[config.mk]
export PLATFORM = sky130hd
export DESIGN_NAME = if_bpu
export DESIGN_NICKNAME = d
export VERILOG_FILES = /design/src/rtl/if_bpu_pkg.sv /design/src/rtl/if_bpu_bht.sv /design/src/rtl/if_bpu.sv
export SDC_FILE = /design/constraint.sdc
export NUM_CORES = 1
export LEC_CHECK = 0
export CORE_ASPECT_RATIO = 0.6
export CORE_MARGIN = 2
export CORE_UTILIZATION = 45
export CTS_CLUSTER_DIAMETER = 120
export CTS_CLUSTER_SIZE = 25
export DETAILED_ROUTE_END_ITERATION = 8
export GPL_ROUTABILITY_DRIVEN = 1
export GPL_TIMING_DRIVEN = 1
export HOLD_SLACK_MARGIN = 0.08
export PLACE_DENSITY_LB_ADDON = 0.08
export REMOVE_ABC_BUFFERS = 1
export SLEW_MARGIN = 40
export SYNTH_ARGS = -nofsm -noshare
export SYNTH_HDL_FRONTEND = slang
export SYNTH_SLANG_ARGS = --single-unit
[constraint.sdc]
create_clock -name clk -period 5.83 [get_ports clk]
set_clock_uncertainty 0.1 [all_clocks]
set_input_delay 1.166 -clock clk [delete_from_list [all_inputs] [get_ports clk]]
set_output_delay 1.166 -clock clk [all_outputs]
set_load 0.02 [all_outputs]
[src/rtl/if_bpu_pkg.sv]
`default_nettype none
//==============================================================================
// Module : if_bpu_pkg
// Brief  : Shared opcodes, link registers and defaults for the fetch predictor.
// Rev    : 1.0  initial release
//==============================================================================
package if_bpu_pkg;

  localparam int          c_XLEN_DEF      = 32;
  localparam int          c_BHT_DEPTH_DEF = 64;
  localparam int          c_RAS_DEPTH_DEF = 4;
  localparam logic [1:0]  c_BHT_INIT_DEF  = 2'b01;

  localparam logic [6:0]  c_OPC_JAL       = 7'b1101111;
  localparam logic [6:0]  c_OPC_JALR      = 7'b1100111;
  localparam logic [6:0]  c_OPC_BRANCH    = 7'b1100011;

  localparam logic [4:0]  c_LINK_RA       = 5'd1;
  localparam logic [4:0]  c_LINK_T0       = 5'd5;

  function automatic logic is_link(input logic [4:0] r);
    return (r == c_LINK_RA) || (r == c_LINK_T0);
  endfunction

  // Two-bit saturating counter step.
  function automatic logic [1:0] ctr_update(input logic [1:0] c, input logic taken);
    if (taken) return (c == 2'b11) ? c : c + 2'b01;
    else       return (c == 2'b00) ? c : c - 2'b01;
  endfunction

endpackage
`default_nettype wire

[src/rtl/if_bpu_bht.sv]
`default_nettype none
//==============================================================================
// Module : if_bpu_bht
// Brief  : Table of 2-bit branch counters, one read port and one update port.
// Rev    : 1.0  initial release
//==============================================================================
module if_bpu_bht
  import if_bpu_pkg::*;
#(
  parameter int         BHT_DEPTH = c_BHT_DEPTH_DEF,
  parameter logic [1:0] BHT_INIT  = c_BHT_INIT_DEF,
  parameter int         IDX_W     = $clog2(BHT_DEPTH)
) (
  input  logic             clk,
  input  logic             rst_n,
  input  logic [IDX_W-1:0] i_rd_idx,
  output logic [1:0]       o_rd_cnt,
  input  logic             i_wr_en,
  input  logic [IDX_W-1:0] i_wr_idx,
  input  logic             i_wr_taken
);

  logic [1:0] r_cnt [BHT_DEPTH];

  always_ff @(posedge clk) begin
    if (!rst_n) begin
      for (int i = 0; i < BHT_DEPTH; i++) r_cnt[i] <= BHT_INIT;
    end else if (i_wr_en) begin
      r_cnt[i_wr_idx] <= ctr_update(r_cnt[i_wr_idx], i_wr_taken);
    end
  end

  // Read sees the pre-update value when both ports hit one entry.
  assign o_rd_cnt = r_cnt[i_rd_idx];

endmodule
`default_nettype wire

[src/rtl/if_bpu.sv]
`default_nettype none
//==============================================================================
// Module : if_bpu
// Brief  : Same-cycle fetch predictor: pre-decode, counter table, return stack.
// Rev    : 1.0  initial release
//==============================================================================
module if_bpu
  import if_bpu_pkg::*;
#(
  parameter int         XLEN      = c_XLEN_DEF,
  parameter int         BHT_DEPTH = c_BHT_DEPTH_DEF,
  parameter int         RAS_DEPTH = c_RAS_DEPTH_DEF,
  parameter logic [1:0] BHT_INIT  = c_BHT_INIT_DEF
) (
  input  logic            clk,
  input  logic            rst_n,
  input  logic            if_valid_i,
  input  logic            if_stall_i,
  input  logic [XLEN-1:0] if_pc_i,
  input  logic [31:0]     if_instr_i,
  input  logic            flush_i,
  input  logic            ex_upd_valid_i,
  input  logic [XLEN-1:0] ex_upd_pc_i,
  input  logic            ex_upd_taken_i,
  output logic            pred_taken_o,
  output logic [XLEN-1:0] pred_target_o,
  output logic            pred_is_branch_o
);

  localparam int c_IDX_W = $clog2(BHT_DEPTH);
  localparam int c_PTR_W = $clog2(RAS_DEPTH);
  localparam int c_CNT_W = $clog2(RAS_DEPTH + 1);
  localparam logic [c_CNT_W-1:0] c_RAS_FULL = c_CNT_W'(RAS_DEPTH);

  logic [6:0]         w_opcode;
  logic [4:0]         w_rd;
  logic [4:0]         w_rs1;
  logic               w_is_jal;
  logic               w_is_jalr;
  logic               w_is_br;
  logic               w_call;
  logic               w_ret;
  logic [XLEN-1:0]    w_imm_j;
  logic [XLEN-1:0]    w_imm_b;
  logic [XLEN-1:0]    w_pc_plus4;
  logic [c_IDX_W-1:0] w_bht_idx;
  logic [c_IDX_W-1:0] w_upd_idx;
  logic [1:0]         w_bht_cnt;
  logic               w_unused_pc;

  logic [XLEN-1:0]    r_ras [RAS_DEPTH];
  logic [c_PTR_W-1:0] r_ras_ptr;
  logic [c_CNT_W-1:0] r_ras_cnt;
  logic [XLEN-1:0]    w_ras_top;
  logic               w_ras_empty;
  logic               w_spec;
  logic               w_do_push;
  logic               w_do_pop;
  logic [c_PTR_W-1:0] w_ras_waddr;

  assign w_opcode  = if_instr_i[6:0];
  assign w_rd      = if_instr_i[11:7];
  assign w_rs1     = if_instr_i[19:15];
  assign w_is_jal  = (w_opcode == c_OPC_JAL);
  assign w_is_jalr = (w_opcode == c_OPC_JALR);
  assign w_is_br   = (w_opcode == c_OPC_BRANCH);

  assign w_imm_j = {{(XLEN-20){if_instr_i[31]}}, if_instr_i[19:12], if_instr_i[20],
                    if_instr_i[30:21], 1'b0};
  assign w_imm_b = {{(XLEN-12){if_instr_i[31]}}, if_instr_i[7], if_instr_i[30:25],
                    if_instr_i[11:8], 1'b0};

  assign w_call = (w_is_jal | w_is_jalr) & is_link(w_rd);
  assign w_ret  = w_is_jalr & is_link(w_rs1) & ~(is_link(w_rd) & (w_rs1 == w_rd));

  assign w_pc_plus4 = if_pc_i + XLEN'(4);
  assign w_bht_idx  = if_pc_i[c_IDX_W+1:2];
  assign w_upd_idx  = ex_upd_pc_i[c_IDX_W+1:2];
  assign w_unused_pc = ^{ex_upd_pc_i[XLEN-1:c_IDX_W+2], ex_upd_pc_i[1:0]};

  if_bpu_bht #(
    .BHT_DEPTH (BHT_DEPTH),
    .BHT_INIT  (BHT_INIT),
    .IDX_W     (c_IDX_W)
  ) u_bht (
    .clk        (clk),
    .rst_n      (rst_n),
    .i_rd_idx   (w_bht_idx),
    .o_rd_cnt   (w_bht_cnt),
    .i_wr_en    (ex_upd_valid_i),
    .i_wr_idx   (w_upd_idx),
    .i_wr_taken (ex_upd_taken_i)
  );

  assign w_ras_empty = (r_ras_cnt == '0);
  assign w_ras_top   = r_ras[r_ras_ptr - 1'b1];

  always_comb begin
    pred_taken_o  = 1'b0;
    pred_target_o = w_pc_plus4;
    if (if_valid_i) begin
      if (w_is_jal) begin
        pred_taken_o  = 1'b1;
        pred_target_o = if_pc_i + w_imm_j;
      end else if (w_is_br) begin
        if (w_bht_cnt[1]) begin
          pred_taken_o  = 1'b1;
          pred_target_o = if_pc_i + w_imm_b;
        end
      end else if (w_ret && !w_ras_empty) begin
        pred_taken_o  = 1'b1;
        pred_target_o = w_ras_top;
      end
    end
  end

  assign pred_is_branch_o = if_valid_i & w_is_br;

  // Pop-then-push on a combined call/return rewrites the top slot in place.
  assign w_spec      = if_valid_i & ~if_stall_i & ~flush_i;
  assign w_do_push   = w_spec & w_call;
  assign w_do_pop    = w_spec & w_ret & ~w_ras_empty;
  assign w_ras_waddr = w_do_pop ? (r_ras_ptr - 1'b1) : r_ras_ptr;

  always_ff @(posedge clk) begin
    if (!rst_n) begin
      r_ras_ptr <= '0;
      r_ras_cnt <= '0;
    end else if (flush_i) begin
      r_ras_cnt <= '0;
    end else if (w_do_push && !w_do_pop) begin
      r_ras_ptr <= r_ras_ptr + 1'b1;
      if (r_ras_cnt != c_RAS_FULL) r_ras_cnt <= r_ras_cnt + 1'b1;
    end else if (w_do_pop && !w_do_push) begin
      r_ras_ptr <= r_ras_ptr - 1'b1;
      r_ras_cnt <= r_ras_cnt - 1'b1;
    end
  end

  always_ff @(posedge clk) begin
    if (rst_n && w_do_push) r_ras[w_ras_waddr] <= w_pc_plus4;
  end

endmodule
`default_nettype wire

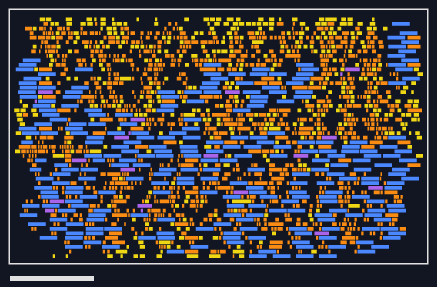
(images/cell_classes.png)
The bar under the picture is 50 µm long.
colour	class	cells	share of their area
blue	flip-flops	261	40%
purple	clock drivers and dummy loads	20	2.1%
orange	all other logic	1131	42%
yellow	other buffers and delay cells	387	17%
Core Util, Final: 57.43%
Finished Cell Area: 20260 µm²
# rows: 53
CORE AREA: 35280 µm²
register fraction of the total cell area: 38.46%

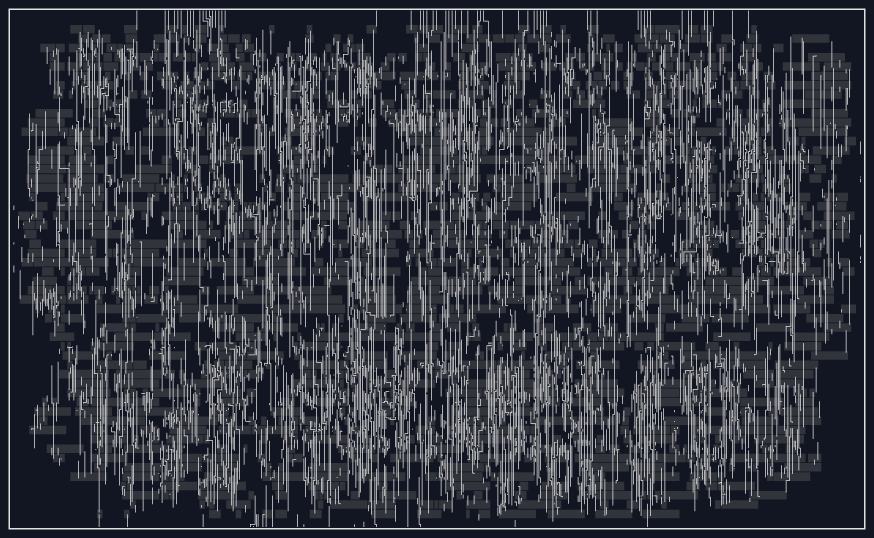
(images/met2.png)
wire length on this layer	21.9 mm
nets with wire on the layer	1681
main direction	vertical
share of all routed wire	38%

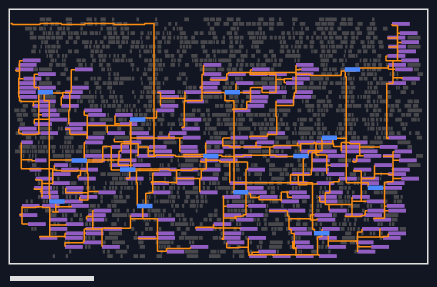
(images/clock_map.png)
The bar under the picture is 50 µm long.
[orange] clock wires | length: 3200 µm
[purple] flip-flops | count: 261
[blue] cells driving clock nets | count: 14
routed clock nets	15
flops lie	all over the die
clock network power share: 26.1%
Clk power: 1.10 mW
Late-Pin Clk Latency: 0.52 ns

==> qor.yml <==
hold_slack_ns: 0.4260
hold_viol: 0
wire_per_inst_um: 25.15
whs_path_depth: 2
async_flop_share_pct: 0
setup_viol: 0
common_cells: "256 x edfxtp_1, 126 x nand2_1, 118 x o21ai_0, 106 x nor2_1, 89 x nand3_1"
cp_cell_sequence: "clkdlybuf4s50_1 > buf_12 > buf_4 > mux4_2 > mux4_2 > nand2b_1 > and3_4 > or3_4 > nand2_1 > o21ai_2 > buf_4 > nand2_1 > o21ai_0 > dlygate4sd1_1"
htree_num_levels: 1
logic_area_um2: 8077
postRouteAntennaNets: 0
cp-end-kind: "output port"
r2r_end: "u_bht.r_cnt[44][0]"
rsz0062_at_grt: "true"
status: "finished clean"
route.met3.wl_um: 7427
layout_top_cells: "262 x buf_4, 256 x edfxtp_1, 123 x nand2_1"
pg_comb_mw: 1.02
ys.warnings.count: 0
compound_area_share_pct: 15.30
hp-class: "flip-flop to flip-flop"
gr-total-overflow: 0
yosys.area_share.xor_xnor_pct: 3.937
crit_required_ns: 4.56
port_buffers: 110
synthSimpleGateAreaFrac_pct: 14.97
grt_usage_pct: 30.23
crit_slowest_cell: "clkdlybuf4s50_1"
routed_wl_um: 57010
ys_ff: 261
worst_pin_slew_ns: 0.8802
syn_inst: 1508
cts-root-buf: "clkbuf_16"
r2r_cells: 10
ys_top_logic_family: "AND-OR/OR-AND gates"
first_pass_iters: 7
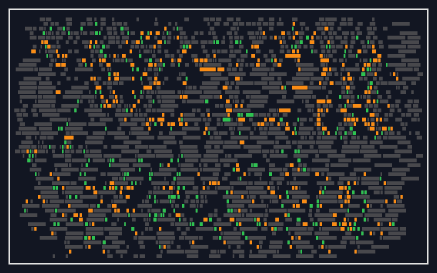
(images/gate_families.png)
colour	family	cells	where
green	NAND gates	247	all over the die
orange	inverting AOI/OAI gates	321	all over the die

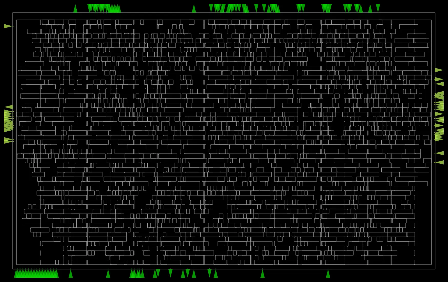
(images/final_placement.png)
Fillers: 3083
tap cells: 467
flop count: 261
final std cells w/o fill: 2267

==> worst min-delay path, stage by stage (launching register included) <==
cell	delay, ns
dfxtp_1	0.36
nand2_1	0.07
a21oi_1	0.06
==> layout make-up <==
cell class                      instances  share of cell area [%]
Antenna cell                            1                 0.01235
Inverter                               34                  0.6299
Multi-Input combinational cell       1097                   39.87
Sequential cell                       261                   38.46
Tap cell                              467                   2.884
Clock buffer                           18                   1.908
Clock inverter                          2                 0.09881
Timing Repair Buffer                  387                   16.14
==> through the flow <==
step                      instance area (µm²)  std cells
after floorplan                         15720       1392
final                                   20260       2267
after CTS                               20140       2263
after global routing                    20260       2267
after detailed placement                19650       2240
after global placement                  19640       2240
No activity file was given, so power comes from the tool's default toggle rates.
